==> run_1/pdn.png <==
The bar under the picture is 50 µm long. Pins as bars on the die edge.
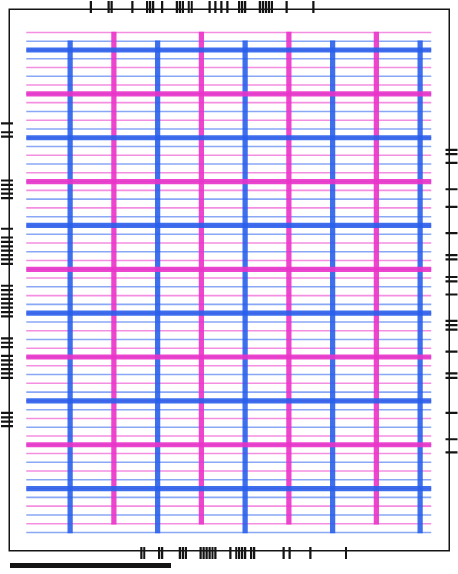
==> run_1/cell_classes.png <==
The bar under the picture is 50 µm long.
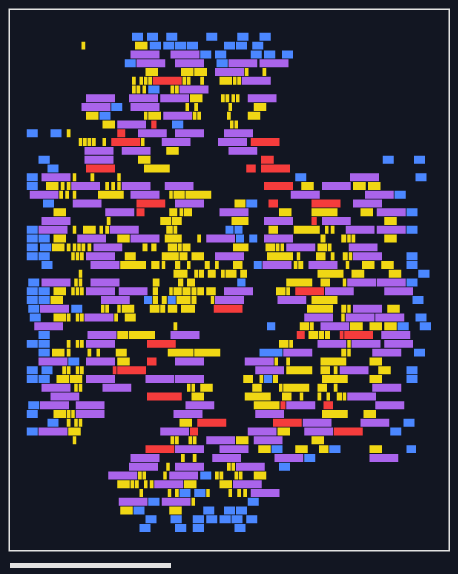
==> run_1/clock_map.png <==
The bar under the picture is 50 µm long.
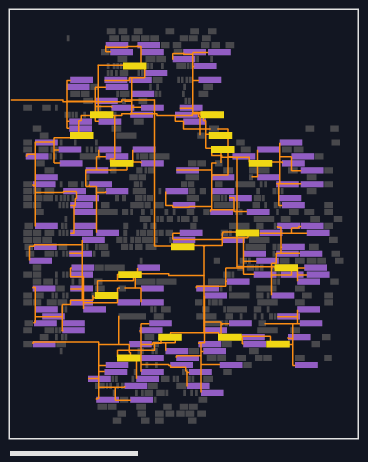
==> config.mk <==
export PLATFORM = sky130hd
export DESIGN_NAME = bch_encoder
export DESIGN_NICKNAME = d
export VERILOG_FILES = /design/src/rtl/bch_encoder.sv
export SDC_FILE = /design/constraint.sdc
export NUM_CORES = 1
export LEC_CHECK = 0
export CORE_ASPECT_RATIO = 1.25
export CORE_MARGIN = 5
export CORE_UTILIZATION = 30
export CTS_BUF_LIST = sky130_fd_sc_hd__clkbuf_16
export DETAILED_ROUTE_END_ITERATION = 7
export GPL_ROUTABILITY_DRIVEN = 0
export RECOVER_POWER = 25
export SLEW_MARGIN = 20
export SYNTH_ARGS = -nofsm -noshare
export SYNTH_HDL_FRONTEND = slang
export SYNTH_SLANG_ARGS = --single-unit
==> constraint.sdc <==
create_clock -name clk -period 2.75 [get_ports clk]
set_input_delay 0.55 -clock clk [delete_from_list [all_inputs] [get_ports clk]]
set_output_delay 0.55 -clock clk [all_outputs]
set_load 0.03 [all_outputs]
==> out/qor.txt, run 1 <==
H-tree levels - 4
Starting DRT DRC Count - 173
violated checks - max-capacitance violations, max-slew violations
cts bufs inserted - 17
vias in the first global route - 4272
hold crit path type - flop to flop
Tightest Pin Transition - 2.09 ns
fraction of layout cells with a size suffix above 1 - 9.41%
Core ar. - 19500 µm²
initial antenna violation count - 0
YS chip area - 5950 µm²
most used cell, CP - nand3_1
largest net degree at the start of global routing - 66
Max Cap Viol - 1
Antenna Cells - 0
input/output buffers - 106
fin crit share - 93.1%
DRT antenna net count - 0
Top delay family on crit path - simple AND/OR/NAND/NOR gates
DR vias - 3913
Pre-Place Util - 30.6%
fin nets - 637
number of synthesized register bits - 137
NetSw - 3.42 mW
CTS clk-pin slew, worst paths - 0.06 ns
critical path class - flop to flop
Critical Path Stages - 7
status - complete, but fails checks
CTS tree - done
WP data arrival - 2.85 ns
critical path cell sequence - buf_4 > mux4_2 > nand3_1 > nand3_1 > nor2_4 > xnor3_1 > o2bb2ai_1
dpl hpwl - 9410 µm
Tmin final - 2.56 ns
combinational share of power - 40.1%
Mapped Cells - 492
I/O pin total - 108
chip area - 22800 µm²
Max Slew Vio Count - 46
final setup TNS - 0 ns
final hold vios - 0
first-pass GRT wire length - 22400 µm
RSZ-0062 raised after global routing - false
Worst R2R Path Depth - 7
Final Cell Area - 7840 µm²
-- pdn.png (at the start) --
color	net
blue	VSS
magenta	VDD
met1 rails	58
met5 straps	11
met4 straps	9
signal pins	108
Peak VDD IR: 0.468 mV
chip height: 167 µm

-- cell_classes.png (at the start) --
color	class	cells	share of their area
yellow	all other logic	320	32%
purple	flip-flops	137	46%
blue	other buffers and delay cells	117	15%
red	clock drivers and dummy loads	32	7.4%
Seq/total area: 43.7%
row count: 57

-- clock_map.png (at the start) --
[purple] flip-flops | count: 137
[yellow] cells driving clock nets | count: 17
[orange] clock wires | length: 1780 µm
flops lie	widely spread
routed clock nets	18
Late-Pin Clk Latency: 0.43 ns
clock share of power: 22.3%
Clk. pwr: 2.12 mW
final setup skew: 0.0111 ns

run 1: per-layer routing:
layer,vias to the layer above,part of all wire (%),GRT usage [%],routed length [µm]
met4,0,1.4,4.34,192
met5,-,0,0,0
met2,89,52,21.5,7040
met3,14,4.7,3.99,634
li1,1871,-,-,-
met1,1939,42,15.3,5670
run 1: cells by family after synthesis:
group	after synthesis	share of synthesized area (%)
simple gates	192	13.4
flops	137	57.6
mux	77	15.8
buf+inv	38	2.97
compound gates	26	3.72
xor+xnor	19	6.04
fa+ha+maj	2	0.421
other cells	1	0.0630
run 1: Yosys cell counts (2+ instances only):
cell type	number	area [µm²]
buf_1	5	18.8
buf_2	3	15.0
buf_4	2	15.0
buf_6	3	33.8
clkbuf_1	22	82.6
dfrtp_1	137	3430
ha_1	2	25.0
inv_1	2	7.51
mux2_1	63	709
mux2i_1	7	70.1
mux4_2	7	158
nand2_1	155	582
nand2b_1	2	12.5
nand3_1	15	75.1
nand3b_1	3	22.5
nor2_1	5	18.8
nor2b_1	2	12.5
nor3_1	2	10.0
nor3b_1	3	22.5
o211ai_1	2	15.0
o21ai_1	5	25.0
o2bb2ai_1	14	123
xnor3_1	14	315
xor2_1	4	35.0
run 1: layout make-up:
| class | count | area share, % |
|---|---|---|
| well taps | 265 | 4.23 |
| repair buffers | 117 | 14.7 |
| clock buffers | 17 | 5.43 |
| inverters | 3 | 0.144 |
| flip-flops and latches | 137 | 43.7 |
| multi-input cells | 317 | 30.1 |
| clock inverters | 15 | 1.64 |
run 1: power by group through the flow:
stage	logic [mW]	clock network [mW]	registers, mW
global route	4.20	2.27	3.73
detailed placement	3.87	0	3.65
finish	3.82	2.12	3.59
CTS	3.90	2.19	3.62
global placement	3.74	0	3.64
floorplan	2.45	0	3.82
==> inputs of run 2 (changes only) <==
--- a/config.mk
+++ b/config.mk
@@ -5,13 +5,15 @@
 export SDC_FILE = /design/constraint.sdc
 export NUM_CORES = 1
 export LEC_CHECK = 0
-export CORE_ASPECT_RATIO = 1.25
+export CAP_MARGIN = 15
+export CORE_ASPECT_RATIO = 1.4
 export CORE_MARGIN = 5
 export CORE_UTILIZATION = 30
 export CTS_BUF_LIST = sky130_fd_sc_hd__clkbuf_16
 export DETAILED_ROUTE_END_ITERATION = 7
 export GPL_ROUTABILITY_DRIVEN = 0
 export RECOVER_POWER = 25
+export REMOVE_ABC_BUFFERS = 1
 export SLEW_MARGIN = 20
 export SYNTH_ARGS = -nofsm -noshare
 export SYNTH_HDL_FRONTEND = slang
==> out/qor.txt, run 2 <==
status - complete, but fails checks
Tmin final - 2.41 ns (-0.146 ns)
most used cell, CP - nand3_1
Critical Path Stages - 8 (+1)
CTS tree - done
Pre-Place Util - 30.2% (-0.34 points)
Final Cell Area - 7860 µm² (+0.24%)
Max Slew Vio Count - 61 (+33%)
Post-synth top cells - nand2_1 (155), dfrtp_1 (137), mux2_1 (63)
I/O pin total - 108 (unchanged)
fin crit share - 87.8% (-5.3 points)
YS chip area - 5950 µm² (unchanged)
final hold vios - 0 (unchanged)
Largest cells by area - dfrtp_1 (58%), mux2_1 (12%), nand2_1 (9.8%)
met1 usage - 16.0% (+0.69 points)
fraction of layout cells with a size suffix above 1 - 9.41% (unchanged)
Antenna Cells - 0 (unchanged)
area leader, netlist - dfrtp_1
RSZ-0062 raised after global routing - false
final setup skew - 0.00881 ns (-0.00232 ns)
violated checks - max-capacitance violations, max-slew violations
Starting DRT DRC Count - 214 (+24%)
Worst R2R Path Depth - 8 (+1)
Mapped Cells - 492 (unchanged)
Max Cap Viol - 1 (unchanged)
input/output buffers - 106 (unchanged)
grt peak-use layer - met2
hold crit path type - flop to flop
Top delay family on crit path - simple AND/OR/NAND/NOR gates
==> run 2: cell count changes in the layout (fill, tap and decap cells not counted), sizes merged <==
cell / previous run / this run
dlygate4sd2: 1 / 0
inv: 8 / 7
bufinv: 1 / 2
clkbuf: 17 / 20
buf: 11 / 9
==> run 2: logic make-up (layout without fill, tap and decap cells) <==
kind of cell             after synthesis  after routing  synth area share (%)
AND-OR/OR-AND                         26             26                  3.72
flip-flops                           137            137                  57.6
buffers and inverters                 38            152                  2.97
XOR/XNOR                              19             19                  6.04
AND/OR/NAND/NOR                      192            192                  13.4
adder cells (fa/ha/maj)                2              2                 0.421
multiplexers                          77             77                  15.8
other                                  1              1                0.0630
==> run 2: where the power goes <==
group	total (mW)	switching [mW]	internal [mW]	leakage [nW]
Combinational	3.91	1.84	2.07	1.78
Sequential	3.58	0.739	2.84	1.78
Clock	2.23	0.894	1.33	0.271
==> run 2: metal layers <==
layer / part of all wire (%) / vias to the layer above / wire length [µm]
li1: - / 1866 / -
met2: 53 / 92 / 7490
met5: 0 / - / 0
met3: 4.2 / 13 / 589
met1: 41 / 1988 / 5850
met4: 1.4 / 0 / 191
==> run 2: area by class of cell <==
cell class	instances	area (µm²)
Timing Repair Buffer	117	1170
Multi-Input combinational cell	317	2360
Clock buffer	17	425
Sequential cell	137	3430
Inverter	3	11.3
Tap cell	252	315
Fill cell	1890	11800
Clock inverter	15	148
==> run 2: metrics by stage <==
step           power [mW]  hold WS (ns)
3_3_place_gp         7.47         0.469
6_report             9.71         0.480
2_1_floorplan        6.13         0.254
4_1_cts              9.88         0.125
3_5_place_dp         7.61         0.473
5_1_grt              10.4         0.506
==> run_2/final_placement.png <==
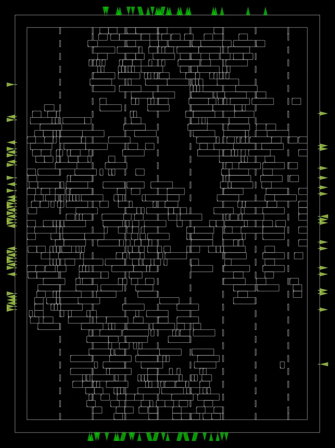
fill count: 1890
Core ar.: 19700 µm²
Seq/total area: 43.6%
tapcell count: 252
Final Util: 39.9%

==> run_2/pdn.png <==
The bar under the picture is 50 µm long. Pins as bars on the die edge.
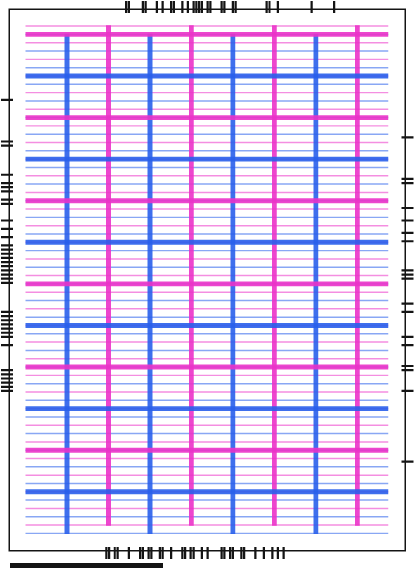
color	net
magenta	VDD
blue	VSS
met4 straps	8
met1 rails	62
rows	61
Die Wd: 129 µm
Peak VDD IR: 0.383 mV

No activity file was given, so power comes from the tool's default toggle rates.
